===== config.mk =====
export PLATFORM = sky130hd
export DESIGN_NAME = tx_scheduler_flat
export DESIGN_NICKNAME = d
export VERILOG_FILES = /design/src/rtl/tx_scheduler_pkg.sv /design/src/rtl/tx_scheduler_if.sv /design/src/rtl/tx_scheduler_rr_arbiter.sv /design/src/rtl/tx_scheduler.sv /design/src/flat_wrapper.sv
export SDC_FILE = /design/constraint.sdc
export NUM_CORES = 1
export LEC_CHECK = 0
export ABC_AREA = 1
export CAP_MARGIN = 20
export CORE_ASPECT_RATIO = 1.4
export CORE_MARGIN = 4
export CORE_UTILIZATION = 40
export CTS_CLUSTER_SIZE = 30
export DETAILED_ROUTE_END_ITERATION = 10
export GPL_ROUTABILITY_DRIVEN = 0
export PLACE_DENSITY = 0.65
export SETUP_SLACK_MARGIN = 0.1
export SLEW_MARGIN = 20
export SYNTH_ARGS = -nofsm -noshare
export SYNTH_HDL_FRONTEND = slang
export SYNTH_HIERARCHICAL = 1
export SYNTH_SLANG_ARGS = --single-unit

===== constraint.sdc =====
create_clock -name clk_i -period 3 [get_ports clk_i]
set_input_delay 0.6 -clock clk_i [delete_from_list [all_inputs] [get_ports clk_i]]
set_output_delay 0.6 -clock clk_i [all_outputs]
set_load 0.01 [all_outputs]

===== src/rtl/tx_scheduler_pkg.sv =====
// Shared types and constants for the serial transmit scheduler.
// Frame is {stop, data, start}; bit 0 leaves the transmitter first.
package tx_scheduler_pkg;

    localparam int FRAME_W = 10;
    localparam logic START_BIT = 1'b0;
    localparam logic STOP_BIT  = 1'b1;
    localparam logic [FRAME_W-1:0] IDLE_FRAME = 10'h3FF;

    typedef logic [FRAME_W-1:0] frame_t;

    typedef enum logic [2:0] {
        IDLE  = 3'd0,
        LOAD  = 3'd1,
        SEND  = 3'd2,
        DONE  = 3'd3,
        ABORT = 3'd4
    } state_e;

    function automatic frame_t make_frame(input logic [7:0] b);
        return {STOP_BIT, b, START_BIT};
    endfunction

endpackage


===== src/rtl/tx_scheduler_if.sv =====
// Requester and transmitter signals of the scheduler; slave is the scheduler side.
interface tx_scheduler_if
    import tx_scheduler_pkg::*;
#(
    parameter int NREQ = 4
);
    logic [NREQ-1:0]   req;
    logic [8*NREQ-1:0] req_data;
    logic [NREQ-1:0]   ack;
    logic              busy;
    logic              err;
    logic              err_clr;
    frame_t            tx_data;
    logic              tx_load_n;
    logic              tx_enable;
    logic              tx_char_sent;

    modport master (
        output req, req_data, err_clr, tx_char_sent,
        input  ack, busy, err, tx_data, tx_load_n, tx_enable
    );

    modport slave (
        input  req, req_data, err_clr, tx_char_sent,
        output ack, busy, err, tx_data, tx_load_n, tx_enable
    );
endinterface


===== src/rtl/tx_scheduler_rr_arbiter.sv =====
// Combinational round-robin arbiter: first requester at or after ptr_i wins.
module rr_arbiter #(
    parameter int NREQ = 4,
    parameter int IW   = (NREQ > 1) ? $clog2(NREQ) : 1
) (
    input  logic [NREQ-1:0] req_i,
    input  logic [IW-1:0]   ptr_i,
    output logic [NREQ-1:0] gnt_o,
    output logic [IW-1:0]   idx_o,
    output logic            vld_o
);
    int k;

    always_comb begin
        gnt_o = '0;
        idx_o = '0;
        vld_o = 1'b0;
        k     = 0;
        for (int off = 0; off < NREQ; off++) begin
            k = (int'(ptr_i) + off) % NREQ;
            if (!vld_o && req_i[IW'(k)]) begin
                vld_o          = 1'b1;
                gnt_o[IW'(k)]  = 1'b1;
                idx_o          = IW'(k);
            end
        end
    end
endmodule


===== src/rtl/tx_scheduler.sv =====
// Shares one serial transmitter among NREQ requesters: round-robin grant,
// one-cycle parallel load, SEND with watchdog, one-cycle ack on done/abort.
module tx_scheduler
    import tx_scheduler_pkg::*;
#(
    parameter int NREQ    = 4,
    parameter int TIMEOUT = 4096
) (
    input logic          clk_i,
    input logic          rst_ni,
    tx_scheduler_if.slave bus
);
    localparam int IW = (NREQ > 1) ? $clog2(NREQ) : 1;
    localparam int CW = $clog2(TIMEOUT + 1);

    state_e          state_q;
    logic [IW-1:0]   ptr_q, win_q;
    logic [NREQ-1:0] win_oh_q, ack_q;
    frame_t          frame_q;
    logic [CW-1:0]   cnt_q;
    logic            err_q, busy_q, tx_en_q, load_n_q;

    logic [NREQ-1:0] arb_gnt;
    logic [IW-1:0]   arb_idx;
    logic            arb_vld;

    rr_arbiter #(.NREQ(NREQ), .IW(IW)) u_arb (
        .req_i (bus.req),
        .ptr_i (ptr_q),
        .gnt_o (arb_gnt),
        .idx_o (arb_idx),
        .vld_o (arb_vld)
    );

    always_ff @(posedge clk_i or negedge rst_ni) begin
        if (!rst_ni) begin
            state_q  <= IDLE;
            ptr_q    <= '0;
            win_q    <= '0;
            win_oh_q <= '0;
            ack_q    <= '0;
            frame_q  <= IDLE_FRAME;
            cnt_q    <= '0;
            err_q    <= 1'b0;
            busy_q   <= 1'b0;
            tx_en_q  <= 1'b0;
            load_n_q <= 1'b1;
        end else begin
            ack_q <= '0;
            // A later set in the ABORT branch overrides this clear.
            if (bus.err_clr) err_q <= 1'b0;
            case (state_q)
                IDLE: begin
                    if (arb_vld) begin
                        win_q    <= arb_idx;
                        win_oh_q <= arb_gnt;
                        frame_q  <= make_frame(bus.req_data[{arb_idx, 3'b000} +: 8]);
                        load_n_q <= 1'b0;
                        busy_q   <= 1'b1;
                        state_q  <= LOAD;
                    end
                end
                LOAD: begin
                    load_n_q <= 1'b1;
                    tx_en_q  <= 1'b1;
                    cnt_q    <= '0;
                    state_q  <= SEND;
                end
                SEND: begin
                    cnt_q <= cnt_q + CW'(1);
                    // cnt_q==0 is the first SEND cycle, where char_sent is stale.
                    if (cnt_q != '0 && bus.tx_char_sent) begin
                        tx_en_q <= 1'b0;
                        ack_q   <= win_oh_q;
                        state_q <= DONE;
                    end else if (cnt_q == CW'(TIMEOUT - 1)) begin
                        tx_en_q <= 1'b0;
                        ack_q   <= win_oh_q;
                        err_q   <= 1'b1;
                        state_q <= ABORT;
                    end
                end
                DONE, ABORT: begin
                    ptr_q   <= (win_q == IW'(NREQ - 1)) ? '0 : win_q + IW'(1);
                    frame_q <= IDLE_FRAME;
                    busy_q  <= 1'b0;
                    cnt_q   <= '0;
                    state_q <= IDLE;
                end
                default: state_q <= IDLE;
            endcase
        end
    end

    assign bus.ack       = ack_q;
    assign bus.busy      = busy_q;
    assign bus.err       = err_q;
    assign bus.tx_data   = frame_q;
    assign bus.tx_load_n = load_n_q;
    assign bus.tx_enable = tx_en_q;
endmodule


===== src/flat_wrapper.sv =====
// flat-port wrapper written by rule: the top's interface ports become plain ports
module tx_scheduler_flat import tx_scheduler_pkg::*;
#(
    parameter int NREQ    = 4,
    parameter int TIMEOUT = 4096
)
  (clk_i, rst_ni, bus_req, bus_req_data, bus_err_clr, bus_tx_char_sent, bus_ack, bus_busy, bus_err, bus_tx_data, bus_tx_load_n, bus_tx_enable);
  tx_scheduler_if #(.NREQ(NREQ)) bus_i ();
  input logic clk_i;
  input logic rst_ni;
  input wire logic [$bits(bus_i.req)-1:0] bus_req;
  input wire logic [$bits(bus_i.req_data)-1:0] bus_req_data;
  input wire logic [$bits(bus_i.err_clr)-1:0] bus_err_clr;
  input wire logic [$bits(bus_i.tx_char_sent)-1:0] bus_tx_char_sent;
  output wire logic [$bits(bus_i.ack)-1:0] bus_ack;
  output wire logic [$bits(bus_i.busy)-1:0] bus_busy;
  output wire logic [$bits(bus_i.err)-1:0] bus_err;
  output wire logic [$bits(bus_i.tx_data)-1:0] bus_tx_data;
  output wire logic [$bits(bus_i.tx_load_n)-1:0] bus_tx_load_n;
  output wire logic [$bits(bus_i.tx_enable)-1:0] bus_tx_enable;
  assign bus_i.req = bus_req;
  assign bus_i.req_data = bus_req_data;
  assign bus_i.err_clr = bus_err_clr;
  assign bus_i.tx_char_sent = bus_tx_char_sent;
  assign bus_ack = bus_i.ack;
  assign bus_busy = bus_i.busy;
  assign bus_err = bus_i.err;
  assign bus_tx_data = bus_i.tx_data;
  assign bus_tx_load_n = bus_i.tx_load_n;
  assign bus_tx_enable = bus_i.tx_enable;
  tx_scheduler #(.NREQ(NREQ), .TIMEOUT(TIMEOUT)) u_core (.clk_i(clk_i), .rst_ni(rst_ni), .bus(bus_i));
endmodule

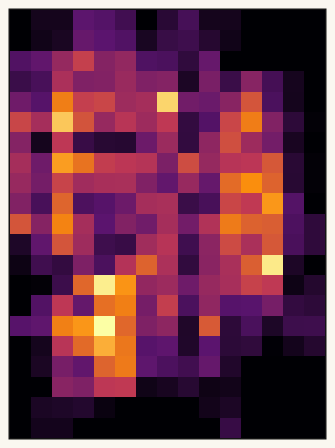
(routed metal per tile)
The die is cut into 15 by 21 equal tiles; black is low, pale yellow is high, scaled to the fullest tile. Values are wire area over tile area, all layers added.
emptiest ninth of the die = south-east
mean over tiles = 0.13
tiles over half the peak = 18%
fullest tile = 0.46
nearly empty tiles = 19%
GR Util All Layers: 0.169
drt total wl: 6.50 mm
Via Count: 2,563

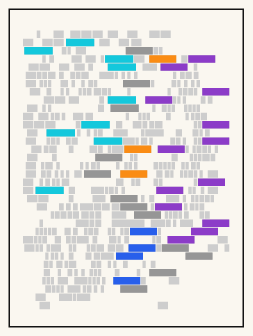
(sequential cells colored by netlist name)
orange -> u_core/state_q  # flops 3
purple -> u_core/cnt_q  # flops 13
blue -> u_core/win_oh_q  # flops 4, where south
cyan -> u_core/bus.tx_data  # flops 9
not colored = 12
Sequential Power: 856 uW
fraction of area in registers: 0.302

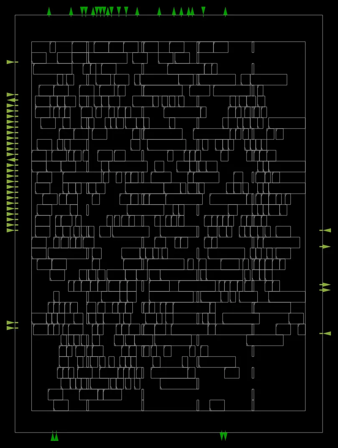
(placement view)
# rows: 34
Cell Count, Final, Fillers Out: 506
Core Area: 6340 um2

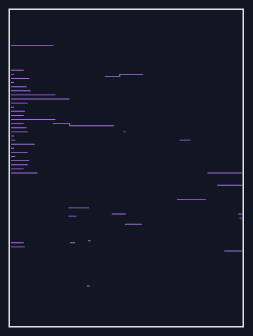
(signal wires on met3)
main direction = horizontal
nets with wire on the layer = 40
longest straight run = 19.1 um
wire length on this layer = 255 um
share of all routed wire = 3.9%
met3 Track Usage GR: 0.0293

==> job_summary.md <==
### Metrics collected by this job

| Metric | Value |
|---|---|
| Max FO, Critical Path | `17` |
| CTS root buf | `clkbuf_8` |
| Data required time of the critical path | `about 3200 ps` |
| Most Crowded Layer GR | `met2` |
| Fp util | `0.421` |
| Crit. path cell count | `13` |
| Pwr/cell area | `996 nW/um2` |
| Worst-Margin Slew | `937 ps` |
| Ys Warns | `6` |
| Ys flops | `approximately 41` |
| Yosys cell count | `368` |
| Detail Route met2 WL | `approximately 3.5 mm` |
| Endpoints failing setup | `0` |
| Final number of max-transition violations | `0` |
| CTS tree | `built` |
| Min cycle time layout | `between 2000 and 2500 ps` |
| Fraction of layout cells with a size suffix above 1 | `0.120` |
| Met2 GRT Util | `0.315` |
| # hold bufs at CTS | `0` |
| Clock sink count | `41` |
| Io pins | `58` |
| Log Warnings | `34` |
| M1 WL | `~2.7 mm` |
| RSZ-0062 raised after global routing | `no` |
| Logic area | `1380 um2` |
| Peak Freq | `403 MHz` |
| DRT Pass-1 Iters | `4` |
| Worst Path Buf+Inv | `4` |
| Flop2flop setup slack | `620 ps` |
| Crit path to | `u_core/bus.tx_data[6]$_DFFE_PN1P_` |
| FF-to-FF End | `u_core/bus.tx_data[6]$_DFFE_PN1P_` |
| Worst hold slack | `443 ps` |
| Grt ovf | `0` |
| Slowest stage delay, CP | `490 ps` |
| Crit start category | `primary input` |
| Post_cts resized | `0` |
| Peak supply drop | `620 uV` |
| Routed len/inst | `about 13 um` |
| CP delay by family, top | `buffers and inverters` |
| DRT antenna net count | `0` |
| Largest net degree at the start of global routing | `42` |
| Buffer depth of the longest clock path | `2` |
| Detailed Route Iter0 Violations | `109` |
| First-pass GRT wire length | `around 11 mm` |
| Final design utilization | `0.542` |
| Hold Fails Final Rpt | `0` |
| Register Area | `1040 um2` |
| Leakage | `0.00161 uW` |
| Most frequent logic cell in the layout | `nand2_1` |
| Setup Skew | `11.5 ps` |
| H-tree depth | `2` |
| Kind of critical path | `primary input to flip-flop` |
| Vias in the first global route | `2,508` |
| Max-slew headroom | `0.375` |
| Die height | `105 um` |
| Layout area overhead | `29.0%` |
| Synth Flop Type | `dfrtp_1` |
| Top cells excl fill/tap | `nand2_1 (70), clkdlybuf4s50_1 (55), nor2_1 (53)` |
| FF-to-FF path depth | `13` |
| Async SR Flop Fraction | `1.00` |
| Post-synthesis cell count | `368` |
| Cell area leaders | `dfrtp_1 (29%), dfstp_2 (9.9%), nand2_1 (9.9%)` |
| Post-DP HPWL | `5.00 mm` |
| Worst path cell trace | `clkdlybuf4s50_1 -> inv_1 -> nand2_1 -> nand3_2 -> nand2_2 -> nor2_1 -> a21oi_1 -> nand3_1 -> inv_1 -> o21ai_0 -> o211ai_1 -> o21ai_0 -> inv_1` |
| Number of flops mapped to enable cells by yosys | `0` |
| # port buffers | `around 56` |
| Initial antenna violation count | `0` |
| Fillers | `616` |
| Via density | `approximately 5.1` |
| Final worst-path cycle share | `0.827` |
| Nets | `484` |
| DRC viols | `0` |
| Worst skew pair latency | `300 ps` |
| Diodes inserted | `0` |
| Post-synth net total | `419` |
| CP Launch Point | `bus_req[3]` |
| Yosys stat area | `between 2000 and 3000 um2` |
| Slowest CP cell | `clkdlybuf4s50_1` |
| Post-synth seq share | `0.389` |
| Status | `completed` |
| Top layer reached by signal wires | `met4` |
| Total Power | `3420 uW` |
| Die W | `77 um` |
| Max-area cell share | `0.291` |
| Hold WC Path Type | `primary input to asynchronous set/reset pin` |
| R2r startpoint | `u_core/ptr_q[0]$_DFFE_PN0N_` |
| Area of the die | `around 8000 um2` |
| Average instance area after synthesis | `roughly 7.2 um2` |
| Num CTS Buffers | `5` |
| Setup TNS | `0 ps` |
| M1 GR Usage | `0.195` |
| CP dominant cell by count | `inv_1` |
| Unique cell types | `33` |
| Cell type with the largest total area | `dfrtp_1` |
| Post-CTS setup buffer count | `0` |
| WP data arrival | `2720 ps` |
| # Max-Cap Violations | `0` |
| Met3 wire len | `roughly 250 um` |
| Syn Std Cell Area | `around 2700 um2` |
| CTS clk-pin slew, worst paths | `80 ps` |
| Critical Path End Type | `flip-flop` |
-- synthesized netlist by cell type, types with 6 or more instances --
library cell and number:
nand3_1 30, o211ai_1 6, nand4_1 8, nor2_1 53, dfstp_2 10, o21ai_0 39, nor3_1 6, dfrtp_1 31
nand2_1 70, inv_1 46, a21oi_1 17, nand2_2 8, ha_1 11
-- logic make-up after synthesis --
| group | after synthesis | share of synthesized area |
|---|---|---|
| flip-flops | 41 | 0.389 |
| adder cells (fa/ha/maj) | 11 | 0.0516 |
| AND-OR/OR-AND | 68 | 0.139 |
| other | 1 | 0.00141 |
| buffers and inverters | 59 | 0.0948 |
| AND/OR/NAND/NOR | 188 | 0.324 |
-- sequential cells by signal, indices dropped and copies added (netlist names) --
register and flops:
u_core/cnt_q 13, u_core/bus.err 1, u_core/win_oh_q 4, u_core/win_q 2, u_core/bus.busy 1, u_core/bus.tx_enable 1
u_core/state_q 3, u_core/bus.tx_data 9, u_core/ptr_q 2, u_core/bus.ack 4, u_core/bus.tx_load_n 1
-- report_power, final --
part | internal [uW] | leakage, uW | switching (uW) | total, uW
clock network | 247 | 0.0000552 | 200 | 447
logic | 827 | 0.00104 | 1290 | 2120
registers | 761 | 0.000516 | 94.8 | 856
-- stage by stage --
stage | cells | instance area (um2) | setup WS (ps)
6_report | 506 | 3440 | 520
3_3_place_gp | 498 | 3330 | 275
2_1_floorplan | 368 | 2670 | 511
3_5_place_dp | 498 | 3330 | 220
5_1_grt | 506 | 3440 | 159
4_1_cts | 506 | 3440 | 527
-- final cells by class --
cell class,count,share of cell area
Tap cell,72,0.0262
Timing Repair Buffer,66,0.183
Clock buffer,6,0.0211
Multi-Input combinational cell,268,0.400
Sequential cell,41,0.302
Inverter,51,0.0571
Clock inverter,2,0.0102
Power is estimated from default activity; no workload was simulated.
